<file path="config.mk">
export PLATFORM = sky130hd
export DESIGN_NAME = uart_tx
export DESIGN_NICKNAME = d
export VERILOG_FILES = /design/src/rtl/uart_pkg.sv /design/src/rtl/uart_tx_fifo.sv /design/src/rtl/uart_tx.sv
export SDC_FILE = /design/constraint.sdc
export NUM_CORES = 1
export LEC_CHECK = 0
export CAP_MARGIN = 20
export CORE_AREA = 8 8 154 156
export CTS_CLUSTER_SIZE = 8
export DETAILED_ROUTE_END_ITERATION = 16
export DIE_AREA = 0 0 162 164
export GPL_ROUTABILITY_DRIVEN = 0
export PLACE_DENSITY = 0.66
export SYNTH_ARGS = -nofsm -noshare
export SYNTH_HDL_FRONTEND = slang
export SYNTH_HIERARCHICAL = 1
export SYNTH_SLANG_ARGS = --single-unit
</file>
<file path="constraint.sdc">
create_clock -name mclk -period 7.7 [get_ports mclk]
set_clock_uncertainty 0.05 [all_clocks]
set_input_delay 1.155 -clock mclk [delete_from_list [all_inputs] [get_ports mclk]]
set_output_delay 1.155 -clock mclk [all_outputs]
set_load 0.01 [all_outputs]
</file>
<file path="src/rtl/uart_pkg.sv">
// Shared UART line definitions: FSM state encoding, parity codes and frame helpers.
// Used by both the transmitter and the companion receiver.
package uart_pkg;

  typedef enum logic [1:0] {
    IDLE = 2'd0,
    LOAD = 2'd1,
    SEND = 2'd2
  } state_t;

  typedef enum logic [1:0] {
    PAR_NONE  = 2'b00,
    PAR_EVEN  = 2'b01,
    PAR_ODD   = 2'b10,
    PAR_SPACE = 2'b11
  } parity_t;

  localparam int FRAME_W = 12;

  function automatic logic parity_bit(input logic [7:0] data, input logic [1:0] sel);
    logic p;
    p = 1'b0;
    if (sel == PAR_EVEN) p = ^data;
    else if (sel == PAR_ODD) p = ~^data;
    return p;
  endfunction

  // Frame image, bit 0 first on the line; unused tail bits stay 1 so they double as stop bits.
  function automatic logic [FRAME_W-1:0] build_frame(input logic [7:0] data, input logic [1:0] sel);
    logic [FRAME_W-1:0] f;
    f      = '1;
    f[0]   = 1'b0;
    f[8:1] = data;
    if (sel != PAR_NONE) f[9] = parity_bit(data, sel);
    return f;
  endfunction

endpackage

</file>
<file path="src/rtl/uart_tx_fifo.sv">
// Show-ahead synchronous FIFO with registered full/empty; head valid whenever not empty.
// Zero-latency read of head; pushes while full and pops while empty are ignored.
module uart_tx_fifo #(
  parameter int DEPTH = 16,
  parameter int W     = 8
) (
  input  logic         mclk,
  input  logic         n_reset,
  input  logic         push,
  input  logic         pop,
  input  logic [W-1:0] wdata,
  output logic [W-1:0] head,
  output logic         full,
  output logic         empty
);

  localparam int AW = $clog2(DEPTH);
  localparam logic [AW-1:0] PTR_ONE  = AW'(1);
  localparam logic [AW:0]   CNT_ONE  = (AW+1)'(1);
  localparam logic [AW:0]   CNT_FULL = (AW+1)'(DEPTH);

  logic [W-1:0]  mem [DEPTH];
  logic [AW-1:0] wr_ptr;
  logic [AW-1:0] rd_ptr;
  logic [AW:0]   count;
  logic [AW:0]   count_nxt;
  logic          push_ok;
  logic          pop_ok;

  assign push_ok = push && !full;
  assign pop_ok  = pop && !empty;
  assign head    = mem[rd_ptr];

  always_comb begin
    count_nxt = count;
    if (push_ok && !pop_ok) count_nxt = count + CNT_ONE;
    else if (pop_ok && !push_ok) count_nxt = count - CNT_ONE;
  end

  always_ff @(posedge mclk or negedge n_reset) begin
    if (!n_reset) begin
      wr_ptr <= '0;
      rd_ptr <= '0;
      count  <= '0;
      full   <= 1'b0;
      empty  <= 1'b1;
    end else begin
      if (push_ok) wr_ptr <= wr_ptr + PTR_ONE;
      if (pop_ok) rd_ptr <= rd_ptr + PTR_ONE;
      count <= count_nxt;
      full  <= (count_nxt == CNT_FULL);
      empty <= (count_nxt == '0);
    end
  end

  always_ff @(posedge mclk) begin
    if (push_ok) mem[wr_ptr] <= wdata;
  end

endmodule

</file>
<file path="src/rtl/uart_tx.sv">
// UART transmitter: FIFO-buffered bytes serialized as start/8 data LSB first/parity/stop bits.
// Start bit leaves 2 cycles after the FIFO goes non-empty; writes while full are dropped and flagged on wr_err.
module uart_tx
  import uart_pkg::*;
#(
  parameter int FIFO_DEPTH = 16
) (
  input  logic        mclk,
  input  logic        n_reset,
  input  logic [15:0] baudrate,
  input  logic [1:0]  parity_sel,
  input  logic        stop_sel,
  input  logic        wr_en,
  input  logic [7:0]  wdata,
  output logic        tx_full,
  output logic        tx_empty,
  output logic        wr_err,
  output logic        busy,
  output logic        txd
);

  state_t               state;
  state_t               state_nxt;
  logic [15:0]          baud_q;
  logic [15:0]          cnt1;
  logic [3:0]           cnt2;
  logic [3:0]           last_idx;
  logic [FRAME_W-1:0]   shreg;
  logic [FRAME_W-1:0]   frame;
  logic [7:0]           fifo_head;
  logic                 fifo_pop;
  logic                 bit_end;
  logic                 last_bit;

  uart_tx_fifo #(
    .DEPTH (FIFO_DEPTH),
    .W     (8)
  ) u_fifo (
    .mclk    (mclk),
    .n_reset (n_reset),
    .push    (wr_en),
    .pop     (fifo_pop),
    .wdata   (wdata),
    .head    (fifo_head),
    .full    (tx_full),
    .empty   (tx_empty)
  );

  assign busy     = (state != IDLE);
  assign bit_end  = (cnt1 == baud_q);
  assign last_bit = bit_end && (cnt2 == last_idx);
  assign frame    = build_frame(fifo_head, parity_sel);

  always_ff @(posedge mclk or negedge n_reset) begin
    if (!n_reset) state <= IDLE;
    else state <= state_nxt;
  end

  always_comb begin
    state_nxt = state;
    fifo_pop  = 1'b0;
    case (state)
      IDLE: if (!tx_empty) state_nxt = LOAD;
      LOAD: begin
        fifo_pop  = 1'b1;
        state_nxt = SEND;
      end
      SEND: if (last_bit) state_nxt = IDLE;
      default: state_nxt = IDLE;
    endcase
  end

  // Line configuration is captured in LOAD so later changes only affect the next frame.
  always_ff @(posedge mclk or negedge n_reset) begin
    if (!n_reset) begin
      txd      <= 1'b1;
      baud_q   <= '0;
      cnt1     <= '0;
      cnt2     <= '0;
      last_idx <= '0;
      shreg    <= '1;
      wr_err   <= 1'b0;
    end else begin
      wr_err <= wr_en && tx_full;
      case (state)
        LOAD: begin
          baud_q   <= baudrate;
          last_idx <= 4'd9 + {3'b000, (parity_sel != PAR_NONE)} + {3'b000, stop_sel};
          shreg    <= {1'b1, frame[FRAME_W-1:1]};
          txd      <= frame[0];
          cnt1     <= '0;
          cnt2     <= '0;
        end
        SEND: begin
          if (bit_end) begin
            cnt1 <= '0;
            if (cnt2 == last_idx) begin
              txd  <= 1'b1;
              cnt2 <= '0;
            end else begin
              txd   <= shreg[0];
              shreg <= {1'b1, shreg[FRAME_W-1:1]};
              cnt2  <= cnt2 + 4'd1;
            end
          end else begin
            cnt1 <= cnt1 + 16'd1;
          end
        end
        default: begin
          txd  <= 1'b1;
          cnt1 <= '0;
          cnt2 <= '0;
        end
      endcase
    end
  end

endmodule

</file>
### Metal 1, run 1

Supply wires on this layer in gray. Cells faint in the background.
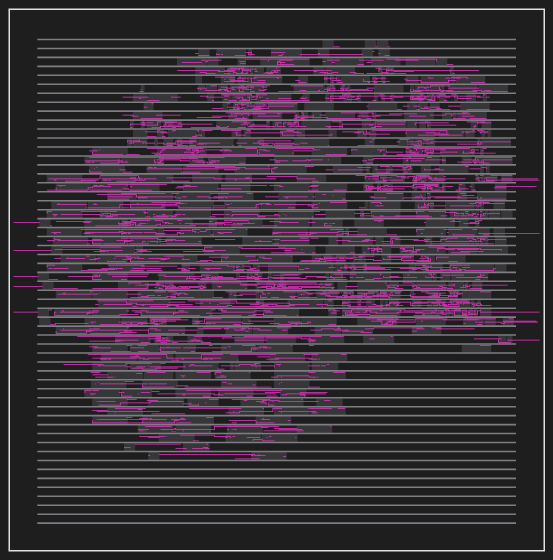
The longest straight run is 41.4 um. 590 nets have wire on it. The layer carries 7280 um of wire. The layer holds 45% of the routed length. The wires run mostly horizontal.

### M2 wires, run 1

Cells faint in the background.
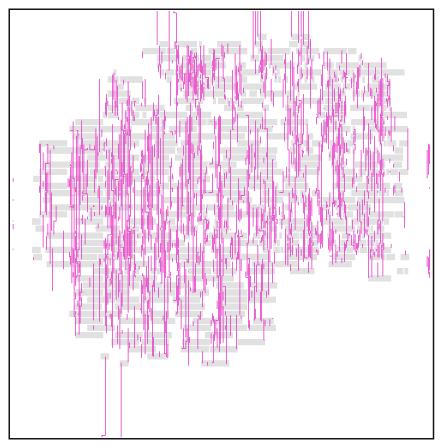
The layer holds 50% of the routed length. The layer carries 8110 um of wire. The wires run mostly vertical. The longest straight run is 58.5 um.
met2 Use GR: 21.1%
detailed-route wire length: 16.3 mm
DR vias: 4615

==> run notes, run 1 <==
fresh numbers from the pnr run: Post-synth EDFFs 128, core area between 20000 and 25000 um2, nature of the critical path endpoint flop, Synth Flop Type edfxtp_1, Worst Setup Start Kind flop, PostCTS Resize Cnt 0, Layout area overhead 12.9%, post-placement cell area 8930 um2, Sink Count 195, Logic pwr share 19.0%, Mean Syn Cell Area 15.0 um2, Post-Syn Nets 600, Starting Density between 30% and 40%, slowest stage cell on the critical path inv_1, OpenROAD warning count 30, TritonRoute pass-1 iters 5, CTS buffer count 17, grt met1 use between 10% and 20%, I/O Buffers 34, top flop regs u_fifo/mem (128), baud_q (16), cnt1 (16), CTS tree built, RSZ-0062 raised after global routing no, clock share of power a little under a third, RR Endpoint u_fifo/full, Vias/cell 5.22, Fmax 288 MHz, crit-path cells nand2_1 -> inv_1 -> nor2b_1 -> nor2_1 -> nor4_1 -> o32ai_1 -> nor3b_1, cycle use final 45.0%, Fin Setup TNS 0 ns, Hold Crit Depth 2, met3 WL 759 um, worst setup path startpoint state[0], global-route wire length before repair about 26 mm, number of synthesis warnings 6, switching share of power ~28%, PwrDens approximately 290 nW/um2, max reg flops 128, Worst R2R Setup Slack 4.23 ns, Psw 0.776 mW, Synth async-reset ratio 34.4%, Top area cell types edfxtp_1 (46%), dfrtp_1 (17%), mux4_1 (5.6%), yosys cell count 560, Seq pwr share 50.6%, Peak VDD IR around 0.15 mV, P_int 1.99 mW, R2R Path Start state[0], crit path max fanout 26, post-route cell area 9480 um2, DRC 0, Min Hold Slack 0.422 ns, WL met2 8.11 mm, Final Power roughly 2.8 mW, critical path arrival 3.75 ns, # nets final 632, Slew HR between 20% and 30%, clk root buf clkbuf_16, # Post-CTS Setup Buffers 0, dpl hpwl 10.8 mm, Diodes inserted 0, hold_buf cts 0, Area leader share 45.8%, Setup WS pre-CTS 4.19 ns, largest net degree at the start of global routing 68, final worst slack 4.23 ns, hold_sp shreg[8], Die Height 164 um, highest metal used met4, initial antenna violation count 0, Hold Crit Class reg -> reg, ANT nets after route 0, Hold Vio Cnt, Final 0, Leakage around 3.4 nW, yosys stat area 8400 um2, synth unique cells 55, CP endpoint u_fifo/full, register share after synthesis 65.9%, final worst path period need 3.47 ns, #FFs+latches synth 195, die span in x between 150 and 200 um, status finished clean, Mapped Cells 560, H-tree levels 4, gr ovfl total 0, top-count cell post-synth edfxtp_1, crit path kind reg -> reg
### Congestion heat map, run 1

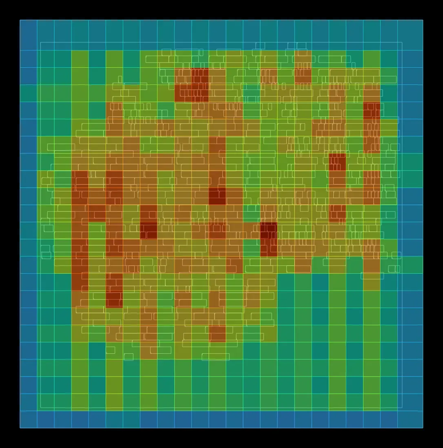
grt met3 use: 3.33%
post-layout util: 44.4%
wire per inst: 18.5 um
GR peak layer: met2
GRT Util Overall: 12.9%

run 1: layout by cell type (no fill, tap or decap), drive strengths merged, types with 2 or more instances in the layout:
cell	netlist	routed
edfxtp	128	128
nand2	70	70
dfrtp	56	56
nor2	42	42
xnor2	42	42
clkdlybuf4s50	0	33
mux4	32	32
inv	18	23
and2	21	21
clkbuf	6	19
a22oi	18	18
nand3	11	11
dfstp	11	11
ha	10	10
nand4	8	8
a221oi	8	8
a211oi	8	8
nor3	7	7
xor2	7	7
and3	4	4
nor4	4	4
clkinv	1	4
nand2b	3	3
clkinvlp	0	3
nor2b	3	3
or2	3	3
buf	15	3
a21oi	2	2
nor3b	2	2
run 1: cells by family (layout without fill, tap and decap cells):
logic type / after synthesis / in the layout / synth area share (%)
AND/OR/NAND/NOR: 182 / 182 / 10.3
buffers and inverters: 42 / 86 / 2.92
XOR/XNOR: 49 / 49 / 5.20
adder cells (fa/ha/maj): 10 / 10 / 1.49
flip-flops: 195 / 195 / 65.9
AND-OR/OR-AND: 48 / 48 / 4.53
multiplexers: 34 / 34 / 9.64
run 1: power groups by stage:
stage,Combinational [mW],Clock [mW],Sequential (mW)
3_5_place_dp,0.526,0,1.42
4_1_cts,0.529,0.857,1.40
5_1_grt,0.575,0.898,1.42
6_report,0.525,0.840,1.40
3_3_place_gp,0.509,0,1.42
2_1_floorplan,0.416,0,1.37
run 1: cell type report:
class                           count  area, um2
Multi-Input combinational cell    323       2620
Tap cell                          280        350
Timing Repair Buffer               36        350
Fill cell                        1901      11900
Sequential cell                   195       5540
Clock inverter                     12        124
Inverter                           19       71.3
Clock buffer                       19        433
run 1: worst reg2reg max path: cells and delay by family, from the launching register on:
kind | cells | cell delay [ns]
compound gates | 1 | 0.17
simple gates | 5 | 1.81
flops | 1 | 0.53
buf+inv | 1 | 0.83
### Register map, names as in the netlist, run 1

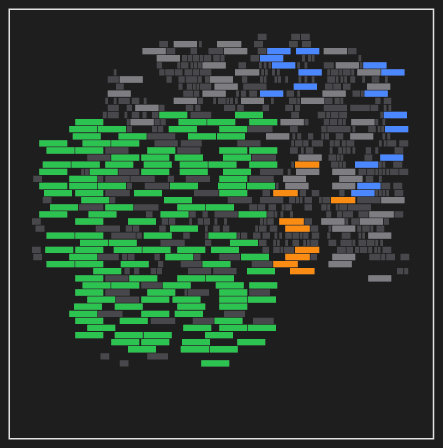

==> inputs of run 2 (changes only) <==
==> constraint.sdc (replaced) <==
create_clock -name mclk -period 3.4 [get_ports mclk]
set_clock_uncertainty 0.05 [all_clocks]
set_input_delay 0.51 -clock mclk [delete_from_list [all_inputs] [get_ports mclk]]
set_output_delay 0.51 -clock mclk [all_outputs]
set_load 0.01 [all_outputs]
### Register map, names as in the netlist, run 2

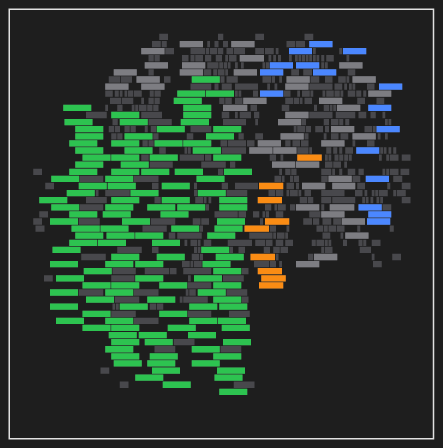
Key: green = `u_fifo/mem` [placed flops 128]; orange = `shreg` [placed flops 9]; blue = `baud_q` [placed flops 16, where top right]
Another 42 sequential cells are not colored.

==> run notes, run 2 <==
fresh numbers from the pnr run: status finished clean, Top area cell types edfxtp_1 (46%), dfrtp_1 (17%), mux4_1 (5.6%), initial antenna violation count 0, DP Cell Count 860, cycle use final 86.0%, crit path kind reg -> reg, Slew HR 52.8%, #FFs+latches synth 195, yosys stat area about 8400 um2, Leakage 3.49 nW, Vias/cell 5.23, TritonRoute pass-1 iters 5, Mean Syn Cell Area 15.0 um2, Fmax 342 MHz, Peak VDD IR 0.317 mV, crit path max fanout 29, max reg flops 128, Worst Setup Start Kind flop, CTS tree built, wire per inst 18.0 um, Worst R2R Setup Slack 0.48 ns, largest net degree at the start of global routing 36, detailed-route wire length 16.1 mm, Cell Area, Synth 8400 um2, top-count cell post-synth edfxtp_1, # Post-CTS Setup Buffers 0, Die Height 164 um, hold_buf cts 0, nature of the critical path endpoint flop, top flop regs u_fifo/mem (128), baud_q (16), cnt1 (16), RSZ-0062 raised after global routing no, # nets final 639, CP endpoint shreg[8], critical path arrival 3.20 ns, Fin Setup TNS 0 ns, final worst path period need 2.92 ns, PwrDens 653 nW/um2, OpenROAD warning count 30, PostCTS Resize Cnt 0, RR Endpoint shreg[8], Layout fillers approximately 1900, post-placement cell area 8990 um2, Hold Vio Cnt, Final 0, yosys cell count 560, Post-Syn Nets 600, Sink Count approximately 200, Top cells excl fill/tap edfxtp_1 (128), nand2_1 (70), dfrtp_1 (55), nor2_1 (41), xnor2_1 (41), register share after synthesis 65.9%, DR vias ~4700, I/O Buffers 34, dpl hpwl 11.1 mm, clk root buf clkbuf_16, Synth async-reset ratio 34.4%, Area leader share 45.8%, number of synthesis warnings 6, GRT Util Overall 12.8%, H-tree levels 4, worst setup path startpoint u_fifo/rd_ptr[0], synth unique cells approximately 55, Min Hold Slack around 0.07 ns, CTS buffer count 17, core area 21400 um2, Post-synth EDFFs 128, most frequent logic cell in the layout edfxtp_1, post-route cell area 9550 um2, Setup WS pre-CTS 0.503 ns, Starting Density 39.3%, Synth Flop Type edfxtp_1, die span in x 162 um, R2R Path Start u_fifo/rd_ptr[0], DRC 0, ANT nets after route 0, Diodes inserted 0, global-route wire length before repair roughly 27 mm, Mapped Cells 560, Final Power 6.23 mW
-- run 2: logic make-up (layout without fill, tap and decap cells) --
group           after synthesis  count (layout)  share of synthesized area [%]
simple gates                182             182                           10.3
compound gates               48              48                           4.53
fa+ha+maj                    10              10                           1.49
buf+inv                      42              94                           2.92
flops                       195             195                           65.9
xor+xnor                     49              49                           5.20
mux                          34              34                           9.64
-- run 2: layer usage --
metal	wire, um	global-route usage (%)
met1	6910	15.7
met2	8350	22.1
met3	670	3.03
met4	131	3.96
met5	0	0
-- run 2: worst min-delay path by stage --
stage                         from  slack [ns]         end
final                      n_reset        0.07  baud_q[13]
after global routing       n_reset        0.12  baud_q[13]
after CTS                  n_reset        0.08  baud_q[10]
after detailed placement  shreg[3]        0.41    shreg[2]
after global placement    shreg[6]        0.41    shreg[5]
after floorplan            n_reset        0.16   baud_q[0]
-- run 2: critical path, cell delays in order (launching register included) --
cell     delay [ns]
dfrtp_2        0.49
buf_12         0.28
mux4_1         0.60
a22oi_1        0.24
nand2_1        0.12
xnor2_1        0.21
xnor2_1        0.11
xnor2_1        0.22
mux2_2         0.36
a22oi_1        0.14
-- run 2: cell type report --
type	instances	area (um2)	share of cell area [%]
clock buffer	19	433	4.53
clock inverter	13	124	1.30
multi-input combinational	323	2620	27.4
inverter	19	71.3	0.747
tap	280	350	3.67
timing repair buffer	43	415	4.35
sequential	195	5540	58.0
-- run 2: power by group --
group,switching [mW],internal (mW)
logic,0.613,0.605
registers,0.237,2.89
clock network,0.869,1.02
total,1.72,4.51
Power and IR drop assume default switching activity.
